==> config.mk <==
export PLATFORM = sky130hd
export DESIGN_NAME = fdiv_seq
export DESIGN_NICKNAME = d
export VERILOG_FILES = /design/src/rtl/fdiv_seq.sv
export SDC_FILE = /design/constraint.sdc
export NUM_CORES = 1
export LEC_CHECK = 0
export CAP_MARGIN = 20
export CORE_ASPECT_RATIO = 0.5
export CORE_MARGIN = 2
export CORE_UTILIZATION = 40
export DETAILED_ROUTE_END_ITERATION = 8
export PLACE_DENSITY_LB_ADDON = 0.3
export SLEW_MARGIN = 40
export SYNTH_ARGS = -nofsm -noshare
export SYNTH_HDL_FRONTEND = slang
export SYNTH_SLANG_ARGS = --single-unit
==> constraint.sdc <==
create_clock -name clk -period 3.4 [get_ports clk]
set_clock_uncertainty 0.15 [all_clocks]
set_input_delay 0.68 -clock clk [delete_from_list [all_inputs] [get_ports clk]]
set_output_delay 0.68 -clock clk [all_outputs]
set_load 0.05 [all_outputs]
Figure 1. PDN straps and rails (run 1).
Bar = 50 um. Pins as bars on the die edge.
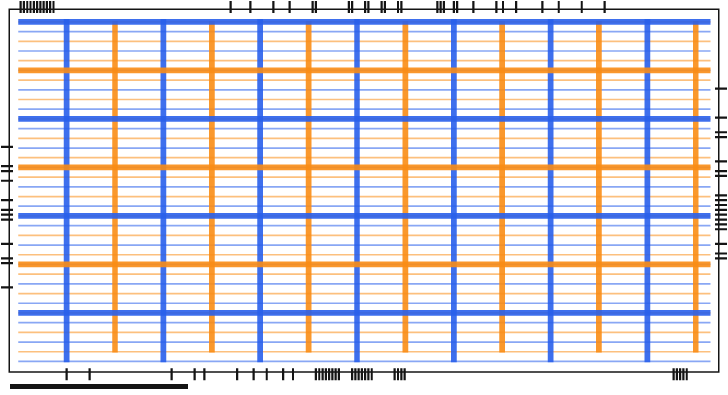
Key: VDD = orange; VSS = blue
The core has 35 rows. 7 straps on met5. 14 straps on met4.
core outline area: 18480 um^2
maximum vdd ir drop: 0.4687 mV

Figure 2. Placed cells, one color a class (run 1).
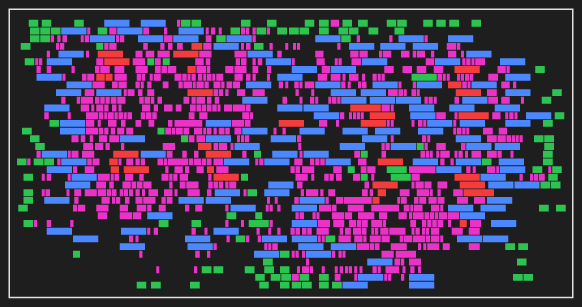
Key: remaining buffers and delay cells = green [cells 117, share of their area 13%]; clock drivers and dummy loads = red [cells 32, share of their area 6.8%]; combinational and other logic = magenta [cells 673, share of their area 45%]; sequential cells = blue [cells 130, share of their area 35%]
Core Util, Final: 0.5196
Std-Cell Rows: 35
proportion of cell area occupied by registers: 0.3388

Figure 3. Routed clock nets over the placement (run 1).
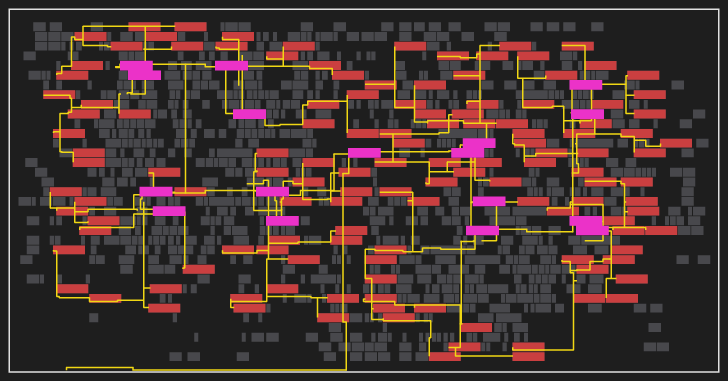
Key: clock drivers = magenta [count 17]; clock wires = yellow [length 1910 um]; flip-flops = red [count 130]
Position of the flops: widely spread.
clock network power share: 0.166
clock network power: 0.00196 W
Latency at later pin: 0.42 ns

Figure 4. Routed metal, one color a layer (run 1).
Bar = 50 um.
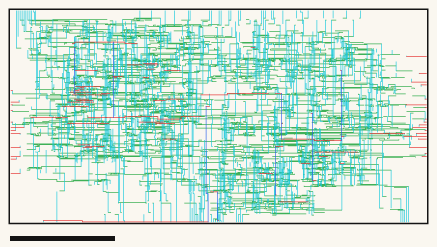
Key: metal 1 = green [wire length 9480 um]; metal 3 = red [wire length 662 um]; metal 4 = blue [wire length 238 um]; metal 2 = cyan [wire length 8240 um]
final routed wirelength across all metal layers: 18.62 mm
GRT Total Usage: 0.1952
number of vias after detailed routing: 6334
detailed-route wire length per cell: 15.37 um

==> qor.rpt <==
SYNTH
--------------------------------------------------------------------------------
Leading post-synthesis cells by instance count                      167 x sky130_fd_sc_hd__nand2_1, 130 x sky130_fd_sc_hd__dfrtp_1, 103 x sky130_fd_sc_hd__o21ai_0, 55 x sky130_fd_sc_hd__inv_1, 47 x sky130_fd_sc_hd__a21oi_1
Number of instances in the synthesized netlist                               840
Distinct cell type count after synthesis                                      72
Area share of the largest cell type after synthesis                       0.4299
Library cell with the largest summed area after synthesis           sky130_fd_sc_hd__dfrtp_1
Number of enable-type register cells in the synthesized netlist                0
Yosys warns                                                                    0
Area fraction in full adders, half adders and majority gates             0.06481
Main combinational cell family by area after synthesis              AND-OR/OR-AND gates
Share of the yosys chip area belonging to registers                       0.4299
Cell types occupying the most area after synthesis                  sky130_fd_sc_hd__dfrtp_1 43%, sky130_fd_sc_hd__nand2_1 8.3%, sky130_fd_sc_hd__o21ai_0 6.8%
Cell total in the yosys stat output                                          840
Summed standard-cell area reported by yosys                            7567 um^2

WORST SETUP PATH
--------------------------------------------------------------------------------
Data required time of the worst path                                     3.56 ns
Type of element capturing the critical path                             register
CP max stage cell                                                   sky130_fd_sc_hd__or3_4
Register-to-Register Path Depth                                               12
Critical Setup Path Class                                             reg -> reg
Worst-case register-to-register setup slack                              0.17 ns
Maximum fanout encountered on the critical timing path                        11
Worst Path Buf+Inv                                                             3
Cell chain of the critical path                                     inv_1 > ha_1 > inv_1 > fa_1 > a21oi_2 > o21bai_2 > xnor2_1 > or3_4 > o31a_1 > o221ai_4 > clkbuf_16 > o21ai_2

POWER AND IR DROP
--------------------------------------------------------------------------------
Share of total power in combinational logic                                0.610
Internal power consumption                                            0.006356 W
Switching share of power                                                  0.4608
Leak Pwr                                                                4.161 nW

FINAL LAYOUT
--------------------------------------------------------------------------------
Flip-flop count of the largest register after layout                          32
Final instance count without filler cells                                   1211
Diodes inserted                                                                0
Fin nets                                                                    1045
Number of fillers in the final layout                                       1720
Fraction of final layout cells with drive strength greater than 1         0.1092

STA
--------------------------------------------------------------------------------
Minimum hold slack                                                    0.07238 ns
PnR worst setup slack                                                  0.1673 ns
Number of hold violations in the final report                                  0
Setup Total Neg Slack                                                       0 ns
Max_slew headroom                                                         0.6177
Count of final setup violators                                                 0
Unrepaired setup endpoints after global routing                            false
Period Utilization, post-route                                            0.9508
Shortest clock period the worst path allows after layout                3.233 ns

DRT
--------------------------------------------------------------------------------
Violation tally from detailed-route iteration zero                           374
Number of nets with antenna violations after detailed routing                  0
DRC                                                                            0
Vias per Instance                                                          5.230

GLOBAL ROUTE
--------------------------------------------------------------------------------
Number of global-route vias before repair                                   6245
Initial antenna violation count                                                0
M1 GR Usage                                                               0.2761
Grt met3 use                                                             0.03596

CTS
--------------------------------------------------------------------------------
Total clock buffers created by CTS                                            17
Clock Pin Slew Worst Setup and Hold Paths                                0.06 ns
Total clock sinks                                                            130
CTS H-tree lvls                                                                4
CTS Root Buffer Type                                                sky130_fd_sc_hd__clkbuf_16

DIE
--------------------------------------------------------------------------------
Die Area                                                              20100 um^2
Vertical extent of the die                                              101.3 um
Chip width                                                              198.5 um
Top-level I/O count                                                          102

MIN PATH
--------------------------------------------------------------------------------
Tightest Hold Check Type                                             in -> async

FLOW RUN
--------------------------------------------------------------------------------
Total tool warning count                                                      29

PLACEMENT
--------------------------------------------------------------------------------
Number of buffers added on ports                                             101
# placed instances                                                          1178
Pre-CTS setup slack                                                    0.1923 ns

RUN STATUS
--------------------------------------------------------------------------------
Result of the run                                                   finished, final reports clean

run 1: metal layers:
metal	routed length [um]	up-vias
met2	8237	140
met4	237	0
met3	662	18
met1	9480	3031
li1	-	3145
met5	0	-
run 1: stage by stage:
| step | power (W) | cell area [um^2] |
|---|---|---|
| final | 0.01179 | 9602 |
| after global routing | 0.01284 | 9602 |
| after CTS | 0.01168 | 9530 |
| after detailed placement | 0.009672 | 8902 |
| after global placement | 0.009558 | 8902 |
| after floorplan | 0.008044 | 7567 |
run 1: kinds of logic after synthesis:
| kind of cell | Yosys count |
|---|---|
| simple gates | 253 |
| compound gates | 261 |
| mux | 34 |
| buf+inv | 93 |
| fa+ha+maj | 38 |
| flops | 130 |
| xor+xnor | 31 |
run 1: power by group through the flow:
stage	clock, W	combinational, W	sequential [W]
after floorplan	0	0.00521	0.00283
after global placement	0	0.00692	0.00264
after detailed placement	0	0.00701	0.00266
after CTS	0.00198	0.00706	0.00264
after global routing	0.00206	0.00804	0.00274
final	0.00196	0.00719	0.00264
run 1: cell type report:
| class | count | area (um^2) | share of cell area |
|---|---|---|---|
| multi-input combinational | 617 | 4003 | 0.4169 |
| inverter | 56 | 210.2 | 0.02189 |
| timing repair buffer | 117 | 1184 | 0.1233 |
| clock inverter | 13 | 175.2 | 0.01824 |
| clock buffer | 19 | 452.9 | 0.04717 |
| tap | 259 | 324.1 | 0.03375 |
| sequential | 130 | 3253 | 0.3388 |
run 1: placed cells by master, fill, tap and decap left out, types with 5 or more instances in the layout:
cell type                         count
sky130_fd_sc_hd__a31oi_1              8
sky130_fd_sc_hd__mux2i_1             34
sky130_fd_sc_hd__nor2_1              22
sky130_fd_sc_hd__a21o_1               6
sky130_fd_sc_hd__nor3_1               6
sky130_fd_sc_hd__dfrtp_1            130
sky130_fd_sc_hd__o21a_1               5
sky130_fd_sc_hd__nand3_1             10
sky130_fd_sc_hd__buf_4               13
sky130_fd_sc_hd__clkbuf_16           18
sky130_fd_sc_hd__o221a_2              7
sky130_fd_sc_hd__clkdlybuf4s50_1    100
sky130_fd_sc_hd__a21oi_1             44
sky130_fd_sc_hd__nor2b_1              5
sky130_fd_sc_hd__inv_1               55
sky130_fd_sc_hd__o21ai_1              6
sky130_fd_sc_hd__nand2_1            167
sky130_fd_sc_hd__xnor2_1             19
sky130_fd_sc_hd__a22oi_1             13
sky130_fd_sc_hd__nand4_1              5
sky130_fd_sc_hd__o21ai_0            103
sky130_fd_sc_hd__ha_1                36
sky130_fd_sc_hd__o21ai_2             21
sky130_fd_sc_hd__nand2b_1             5
sky130_fd_sc_hd__xor2_1               8
sky130_fd_sc_hd__and3_1               7
Power and IR drop assume default switching activity.
